File: src/rtl/restoring_div_ctrl.sv
// Unsigned restoring divider controller: one quotient bit per clock, using an external W+1-bit adder for trial subtraction.
// The adder interface must be exactly 7 bits wide (W=6). The adder operands are held at zero outside CALC.
module restoring_div_ctrl #(
  parameter int W = 6
) (
  input  logic         clk,
  input  logic         reset,
  input  logic         start,
  input  logic [W-1:0] dividend,
  input  logic [W-1:0] divisor,
  output logic         busy,
  output logic         done,
  output logic [W-1:0] quotient,
  output logic [W-1:0] remainder,
  output logic         div_by_zero,
  output logic [W:0]   add_a,
  output logic [W:0]   add_b,
  output logic         add_cin,
  input  logic [W:0]   add_sum,
  input  logic         add_cout
);

  localparam int CW = (W > 1) ? $clog2(W) : 1;

  localparam logic [1:0] S_IDLE = 2'd0;
  localparam logic [1:0] S_CALC = 2'd1;
  localparam logic [1:0] S_DONE = 2'd2;

  logic [1:0]    state;
  logic [W-1:0]  rem;
  logic [W-1:0]  quo;
  logic [W-1:0]  divisor_reg;
  logic [CW-1:0] count;

  logic          in_calc;
  logic          last;
  logic [W:0]    shifted;
  logic [W-1:0]  rem_nxt;
  logic [W-1:0]  quo_nxt;
  // rem < divisor_reg always holds, so the adder's sum MSB carries no information.
  logic          unused_sum_msb;

  assign in_calc        = (state == S_CALC);
  assign busy           = in_calc;
  assign done           = (state == S_DONE);
  assign last           = (count == CW'(W - 1));
  assign unused_sum_msb = add_sum[W];

  always_comb begin
    shifted = {rem, quo[W-1]};
    add_a   = '0;
    add_b   = '0;
    add_cin = 1'b0;
    if (in_calc) begin
      add_a   = shifted;
      add_b   = ~{1'b0, divisor_reg};
      add_cin = 1'b1;
    end
    // Carry-out set means the trial subtraction did not borrow: keep the difference.
    rem_nxt = add_cout ? add_sum[W-1:0] : shifted[W-1:0];
    quo_nxt = {quo[W-2:0], add_cout};
  end

  always_ff @(posedge clk) begin
    if (reset) begin
      state       <= S_IDLE;
      rem         <= '0;
      quo         <= '0;
      divisor_reg <= '0;
      count       <= '0;
      quotient    <= '0;
      remainder   <= '0;
      div_by_zero <= 1'b0;
    end else begin
      case (state)
        S_IDLE, S_DONE: begin
          if (start) begin
            quo         <= dividend;
            divisor_reg <= divisor;
            rem         <= '0;
            count       <= '0;
            if (divisor != '0) begin
              state <= S_CALC;
            end else begin
              state       <= S_DONE;
              quotient    <= '1;
              remainder   <= dividend;
              div_by_zero <= 1'b1;
            end
          end else begin
            state <= S_IDLE;
          end
        end
        S_CALC: begin
          rem   <= rem_nxt;
          quo   <= quo_nxt;
          count <= count + CW'(1);
          if (last) begin
            state       <= S_DONE;
            quotient    <= quo_nxt;
            remainder   <= rem_nxt;
            div_by_zero <= 1'b0;
          end
        end
        default: state <= S_IDLE;
      endcase
    end
  end

endmodule

File: config.mk
export PLATFORM = sky130hd
export DESIGN_NAME = restoring_div_ctrl
export DESIGN_NICKNAME = d
export VERILOG_FILES = /design/src/rtl/restoring_div_ctrl.sv
export SDC_FILE = /design/constraint.sdc
export NUM_CORES = 1
export LEC_CHECK = 0
export CORE_MARGIN = 4
export CORE_UTILIZATION = 28
export CTS_CLUSTER_DIAMETER = 200
export DETAILED_ROUTE_END_ITERATION = 10
export GPL_ROUTABILITY_DRIVEN = 0
export REMOVE_ABC_BUFFERS = 1
export SYNTH_ARGS = -nofsm -noshare
export SYNTH_HDL_FRONTEND = slang
export SYNTH_SLANG_ARGS = --single-unit
export TNS_END_PERCENT = 10
File: constraint.sdc
create_clock -name clk -period 2.75 [get_ports clk]
set_clock_uncertainty 0.1 [all_clocks]
set_input_delay 0.55 -clock clk [delete_from_list [all_inputs] [get_ports clk]]
set_output_delay 0.55 -clock clk [all_outputs]
set_load 0.01 [all_outputs]
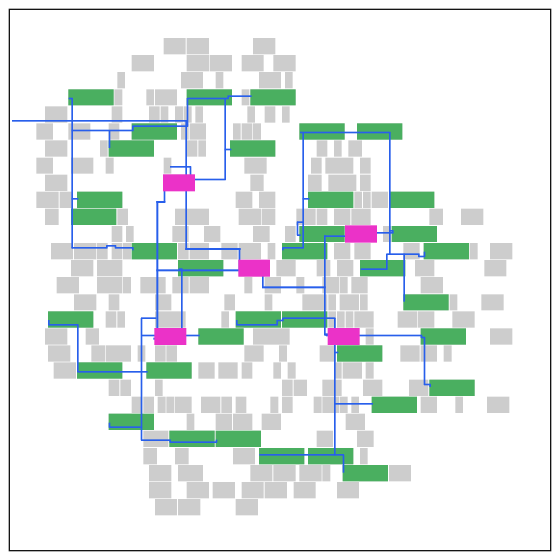
*Clock network drawn from the DEF*
[flip-flops] green | count: 36
[clock wires] blue | length: 492 um
[clock-net drivers] magenta | count: 5
routed clock nets	6

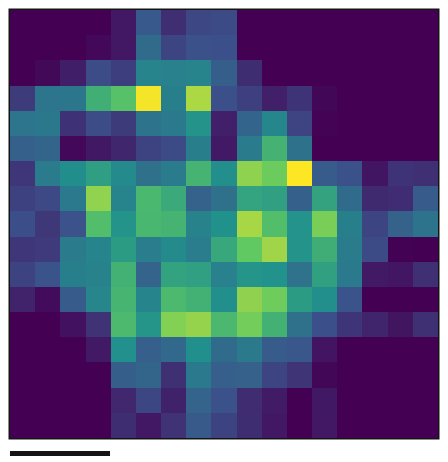
*Routed metal per tile*
The bar under the picture is 20 um long. The die is cut into 17 by 17 equal tiles; dark purple is low, yellow is high, scaled to the fullest tile. Values are wire area over tile area, all layers added.
nearly empty tiles	30%
densest ninth of the die	middle
mean over tiles	0.099
fullest tile	0.39
emptiest ninth of the die	top right

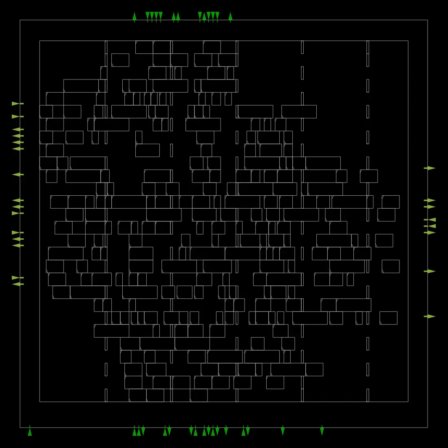
*Placement view*
final std cells w/o fill: 334
count of filler cells inserted in the layout: 623
sequential portion of the cell area: 29.9%

==> notes.org <==
#+TITLE: Physical design notes

** Status
- Status :: completed

** STA
- Sum of negative setup slack :: 0 ps
- Setup repair after global routing missed its margin :: no
- Hold Violations, Final :: 0
- Post-route clock period utilization :: 95.1%
- # setup viols final :: 0
- Per the slew report, the remaining headroom to the max-slew limit stands at 42.8%.
- The tightest hold path in the finished design has a slack of between 300 and 400 ps.
- Counting pins that exceed their max-slew limit in the final report gives 0.

** Critical path
- Type of the worst setup path :: reg -> out
- CP endpoint :: add_a[0]
- Instance count on the critical path :: 4
- Crit path DRT :: 2100 ps
- STA classifies the critical path startpoint as a flip-flop.
- Flop-to-flop setup slack :: 920 ps
- The critical path starts at state[1]$_SDFFE_PP0P_.

** Routing
- The first detailed-routing pass took 4 iterations.
- In the routed design, unresolved DRC markers number 0.
- The post-route report lists met1 wire length as 2.24 mm.
- In the routed layout, each cell is associated on average with a via count of 4.76.

** Clock network
- The clock passes through at most 2 buffers.
- The clock drives 36 sinks.
- Clock transition at the registers of the reported paths :: 70 ps
- In this run the post-CTS setup repair buffer count came out at 0.
- Root Buffer Master :: clkbuf_8
- Buffers inserted to repair hold after CTS numbered 0.
- PostCTS Resize Cnt :: 0

** Finish
- The repair_antennas step left the layout with diodes totalling 0.
- Nets :: between 200 and 300
- Most frequent logic cell in the layout :: clkdlybuf4s50_1
- Final core utilization :: 40.7%

** Synthesis
- EDFF count, synth :: 0
- In the synthesized netlist the async set-or-reset flop fraction comes to 0%.
- Top-area cell share :: 42.3%
- Mean Syn Cell Area :: 8.27 sq um
- Synthesis produced a netlist whose cell count is between 200 and 250.
- For reference, the top cells by count after synthesis are 36 x dfxtp_1, 30 x nand2_1, 20 x nor2_1, 15 x a21oi_1, 15 x clkbuf_1.
- The synthesized netlist devotes 1.47% of its cell area to adder and majority cells.
- Per the synthesis report, the dominant area consumer among library cells is dfxtp_1.
- The synthesis report lists the Yosys warning total as 0.
- Counting flops and latches in the post-synthesis netlist gives 36.
- Most frequent cell after synthesis :: dfxtp_1
- In this run, the synthesized area fraction spent on and/or/nand/nor cells is recorded as ~24%.
- Area of the mapped netlist :: 1700 sq um
- Of the post-synthesis cell area, the part taken by muxes is under 10%.
- Yosys cell count :: a little over 200
- Sequential element share of the synthesized area :: 42.3%

** Worst hold path
- The launch point of the worst min-delay path is recorded as quotient[1]$_SDFFE_PP0P_.
- Note that the worst hold path type here is reg -> reg.
- Hold-critical path depth :: 2

** Placement
- In this run the tool buffered the top-level ports with just over 50 buffer cells.
- Total cell area at the placement stage :: 2290 sq um
- Logged for this run, the post-placement worst setup slack is 346 ps.

** Die
- The chip occupies 7390 sq um.
- Starting density of the core :: 28.8%
- During I/O placement, the number of pins put on the boundary was 53.

** Flow run
- Summing over the stages, the warning tally comes to 27.

** Global routing
- Per the GRT congestion report, total overflow comes to 0.
- Gr busiest metal :: met2
- M1 GR Usage :: about 17%
- Largest net degree at the start of global routing :: 32
-- cell type report --
class	count	area, sq um
multi-input cells	140	846
clock buffers	8	90.1
flip-flops and latches	36	721
well taps	75	93.8
inverters	9	37.5
fillers	623	3510
repair buffers	66	623
-- power by group --
| part | internal (mW) | switching [mW] |
|---|---|---|
| logic | 0.103 | 0.102 |
| clock network | 0.204 | 0.180 |
| registers | 0.543 | 0.0146 |
| total | 0.850 | 0.297 |
-- worst register-to-register path, cell delays in order (launching register included) --
cell and delay [ps]:
dfxtp_1 330, buf_4 170, nand2b_1 690, nand2_1 120, a311oi_1 330
No activity file was given, so power comes from the tool's default toggle rates.
